==> config.mk <==
export PLATFORM = sky130hd
export DESIGN_NAME = mem_port_arbiter_flat
export DESIGN_NICKNAME = d
export VERILOG_FILES = /design/src/rtl/mem_port_arbiter_if.sv /design/src/rtl/mem_port_arbiter.sv /design/src/flat_wrapper.sv
export SDC_FILE = /design/constraint.sdc
export NUM_CORES = 1
export LEC_CHECK = 0
export CAP_MARGIN = 30
export CORE_AREA = 2 2 192 194
export DETAILED_ROUTE_END_ITERATION = 10
export DIE_AREA = 0 0 194 196
export HOLD_SLACK_MARGIN = 0.05
export PLACE_DENSITY_LB_ADDON = 0.08
export SETUP_SLACK_MARGIN = 0.3
export SLEW_MARGIN = 25
export SYNTH_ARGS = -nofsm -noshare
export SYNTH_HDL_FRONTEND = slang
export SYNTH_SLANG_ARGS = --single-unit
export TNS_END_PERCENT = 50
==> constraint.sdc <==
create_clock -name clk -period 1.7 [get_ports clk]
set_clock_uncertainty 0.2 [all_clocks]
set_input_delay 0.17 -clock clk [delete_from_list [all_inputs] [get_ports clk]]
set_output_delay 0.17 -clock clk [all_outputs]
set_load 0.05 [all_outputs]
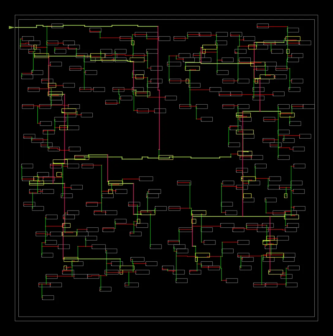
Fig. 1. Clock nets (run 1).
worst skew pair latency: 540 ps
power in the clock group: 0.00620 W
clock tree sinks: 237

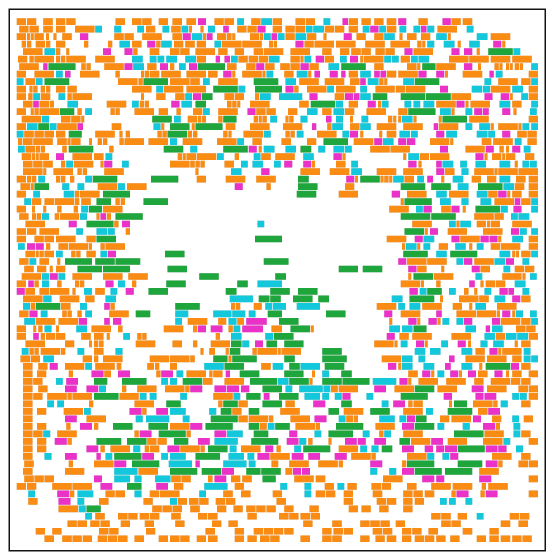
Fig. 2. Drive-strength map (run 1).
size	color	cells	share	most used
x6 and larger	green	166	9.4%	buf_12
x3 and x4	cyan	371	21%	buf_4
x2	magenta	229	13%	a21oi_2
x1 and smaller	orange	998	57%	clkdlybuf4s50_1
minimum setup slack in the final design: 25.9 ps
growth of design area from synthesis to finish: 118%
Non-clock buffers: 757

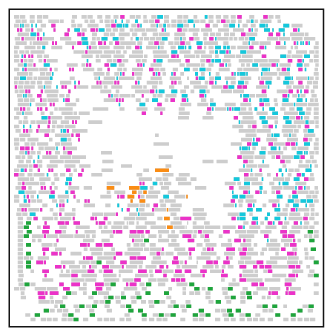
Fig. 3. Logic cells by family (run 1).
family	color	cells	most used
nor cells	orange	12	nor2_4
aoi and oai cells	magenta	367	a21oi_2
nand cells	cyan	266	nand2_1
mux cells	green	64	mux2i_1
most frequent logic cell in the layout: clkdlybuf4s50_1
multi-input gate share of total cell area: 27.6%

==> reports/notes.md <==
The run finished, with violations left. The final reports fail on hold timing. Per the post-synthesis stats, the area per cell is 8.76 µm². The warning tally printed by Yosys for this design is 0. Clock-pin slew was measured on the worst setup and hold paths at 60 ps. The worst setup path is captured at a flip-flop.

The utilization after layout is 55.8%, and the chip area in the Yosys report is 0.00924 mm². The detailed-route DRC error count is 0, and the multiplexer area fraction after synthesis is 6.94%. The HPWL after detailed placement is 26,100 µm. In this run the remaining antenna-violating nets after routing total 0. The via count was 10,500. Summing all multi-input logic gate instances after layout gives 0.00555 mm². Wires add up to 43,100 µm. The final number of setup-violating endpoints is 0. In this run, CTS created clock tree buffers numbering 29.

The run gives 2 for the number of stages on the worst hold path. The most frequently used library cell after synthesis is nand2_1. The cell count after synthesis came out at 1,054.

The layout has 3,164 filler cells. The biggest area contributor in the post-synthesis netlist is dfxtp_1. The report lists the number of standard-cell rows as 70.

Measured in cells, the most critical reg-to-reg path has a length of 9. The logs give 62,000 µm for the first-pass GRT wire length and 1 for the number of diodes. The data arrival time of the critical path came out at 1950 ps. Based on the critical path, the design can be clocked at up to 597 MHz. For the worst hold margin, the log shows -121 ps. The design has 237 sequential cells.

The overflow left after global routing was 0. The worst hold path belongs to the class input port to flip-flop. The report puts the hold buffer count at CTS at 131. The script extracted a total leakage power of 8.41 nW. By area the synthesized netlist is led by dfxtp_1 (51%), a21oi_1 (13%), nand2_1 (11%), mux2i_1 (6.9%), a211oi_2 (6.8%). The share of synthesized area in the top cell type comes to 51.4%. The run gives 31 for the count of tool warnings. The maximum fanout along the worst path was 8; the synthesized-area fraction occupied by xor and xnor cells was 0%. The iteration count recorded for the first detailed-route pass is 5. Per the gpl log, the routability congestion estimate is 0.767. Summing the areas of all fa, ha and maj instances in the mapped netlist gives 0% of the synthesized area.

Across the placement rows, the number of tap cells is 468. Entering global routing, the biggest net connects 71 pins. The number of antenna violations at the first check in global routing is 1, and the number of clock buffers in the layout is 37. After layout, the worst path uses 98.5% of the clock period. The routed design shows a via density per instance of 4.68. The worst setup path is launched from a flip-flop. Clock tree buffers and inverters occupy 4.81% of the routed design's cell area.

The share of the Yosys chip area taken by registers is 51.4%. For reference, simple AND, OR, NAND and NOR cells occupy 12.1% of the area reported after synthesis. Among the non-sequential cells, AND-OR/OR-AND gates take the most area.

The commonest cells after synthesis are nand2_1 (262), dfxtp_1 (237), a21oi_1 (231). In the synthesized netlist the async set-or-reset flop fraction comes to 0%. The worst pin sits at a relative slew slack of 76.5%.

Yosys mapped a number of flops with a built-in enable equal to 0. In the final layout, flip-flops and latches take up 23.8% of the cell area. The commonest register cell is dfxtp_1.

Overall routing resource usage: 20.6%. The type of the worst setup path was flip-flop to flip-flop. The final design was reported to hold multi-input combinational gates totalling 714. The full die area is 0.0380 mm², and the port buffer count is 497.

For this block, the initial DRC count from the detailed router was 386. Area taken by flip-flops and latches: 0.00479 mm². The horizontal die dimension was 194 µm. The master cell of the clock root buffer is clkbuf_16.

Summing all non-filler instances in the final layout gives an area of 0.0201 mm². Power density over the cells: 875 mW/mm². The floorplan die height works out to 196 µm.

After floorplanning, the core was sized to cover 0.0361 mm². With the per-cell routed wire length at 19.3 µm, the number of register bits inferred by synthesis is 237. The initial utilization of the core area, before any placement, comes to 25.6%. The run gives 27 for the final tally of hold violations. Setup repair after global routing could not meet its margin everywhere. The area of the mapped netlist came out at 0.00924 mm². The required time of the critical path was 1980 ps. The logs give 1 for the CTS H-tree depth and 30 ps for the register-to-register path setup slack. The number of different library cells used by synthesis comes to 31. TritonCTS built the clock tree. The layout summary lists the proportion of cells stronger than drive strength 1 as 43.4%. IR analysis of the VDD net gives a maximum drop of 0.802 mV. In this run, the synthesized area fraction spent on AND-OR/OR-AND gates is recorded as 24.5%.

The layout has 3 inverters outside the clock class. The relative area of non-clock buffer cells in the final design came out at 40.8%. The transition time recorded at the tightest slew-check pin is 343 ps. The number of I/O pins was 498; the total of max-cap violations was 0. The class occupying the most area after layout is reported as buffers. The run gives 1,054 as the yosys cell count. The logs give 10,400 for the number of global-route vias before repair and 2,007 for the final layout net count. The area after detailed placement came out at 0.0144 mm².

The final period demand of the worst path is 1670 ps, and the number of pins with negative max-slew slack in the final report is 0. The total nets after synthesis was 1,319. The clock passes through at most 3 buffers.
-- run 1: cells by family after synthesis --
family                 after synthesis
AND-OR/OR-AND                      368
buffers and inverters              103
flip-flops                         237
multiplexers                        64
AND/OR/NAND/NOR                    282
-- run 1: critical path: stages (launching register included) --
cell and delay (ps):
dfxtp_2 330, buf_8 130, nor3b_4 190, buf_6 140, buf_12 120, buf_12 110
buf_12 90, buf_16 110, nand2_2 60, a21oi_2 120
-- run 1: power by group --
part           total (W)  internal (W)  switching (W)
Clock            0.00620       0.00372        0.00248
Sequential       0.00609       0.00588       0.000201
Combinational    0.00533       0.00254        0.00279
-- run 1: layout by cell type (no fill, tap or decap), types with 47 or more instances in the layout --
cell type / count
a21oi_2: 126
clkdlybuf4s50_1: 262
a21oi_1: 96
dlygate4sd3_1: 131
dfxtp_1: 224
buf_4: 236
nand2_4: 99
mux2i_1: 64
a211oi_2: 56
nand2_1: 134
buf_12: 47
-- run 1: layer usage --
| layer | track usage [%] | share of wire [%] |
|---|---|---|
| met2 | 36.4 | 50 |
| met1 | 25.2 | 42 |
| met4 | 4.85 | 2.7 |
| met5 | 0 | 0 |
| met3 | 5.12 | 6.1 |
-- run 1: metrics by stage --
stage	std cells	hold slack, ps	worst slack [ps]	power [W]	TNS [ps]
after CTS	2210	-143	50.0	0.0174	0
final	2233	-121	25.9	0.0176	0
after global routing	2233	-129	-50.6	0.0183	-650
after detailed placement	1956	247	-122	0.00989	-7930
after floorplan	1054	106	93.4	0.00828	0
after global placement	1956	242	-82.4	0.00989	-3680
-- run 1: repair_timing --
action | in CTS | in global routing
endpoints found under the hold margin | 186 | 27
endpoints found under the setup margin | 466 | 467
gates cloned | 27 | 8
resized | 149 | 382
setup buffers | 43 | 14
pin swaps | 63 | 185
Power figures rest on the tool's default switching activity, not on a simulated workload.
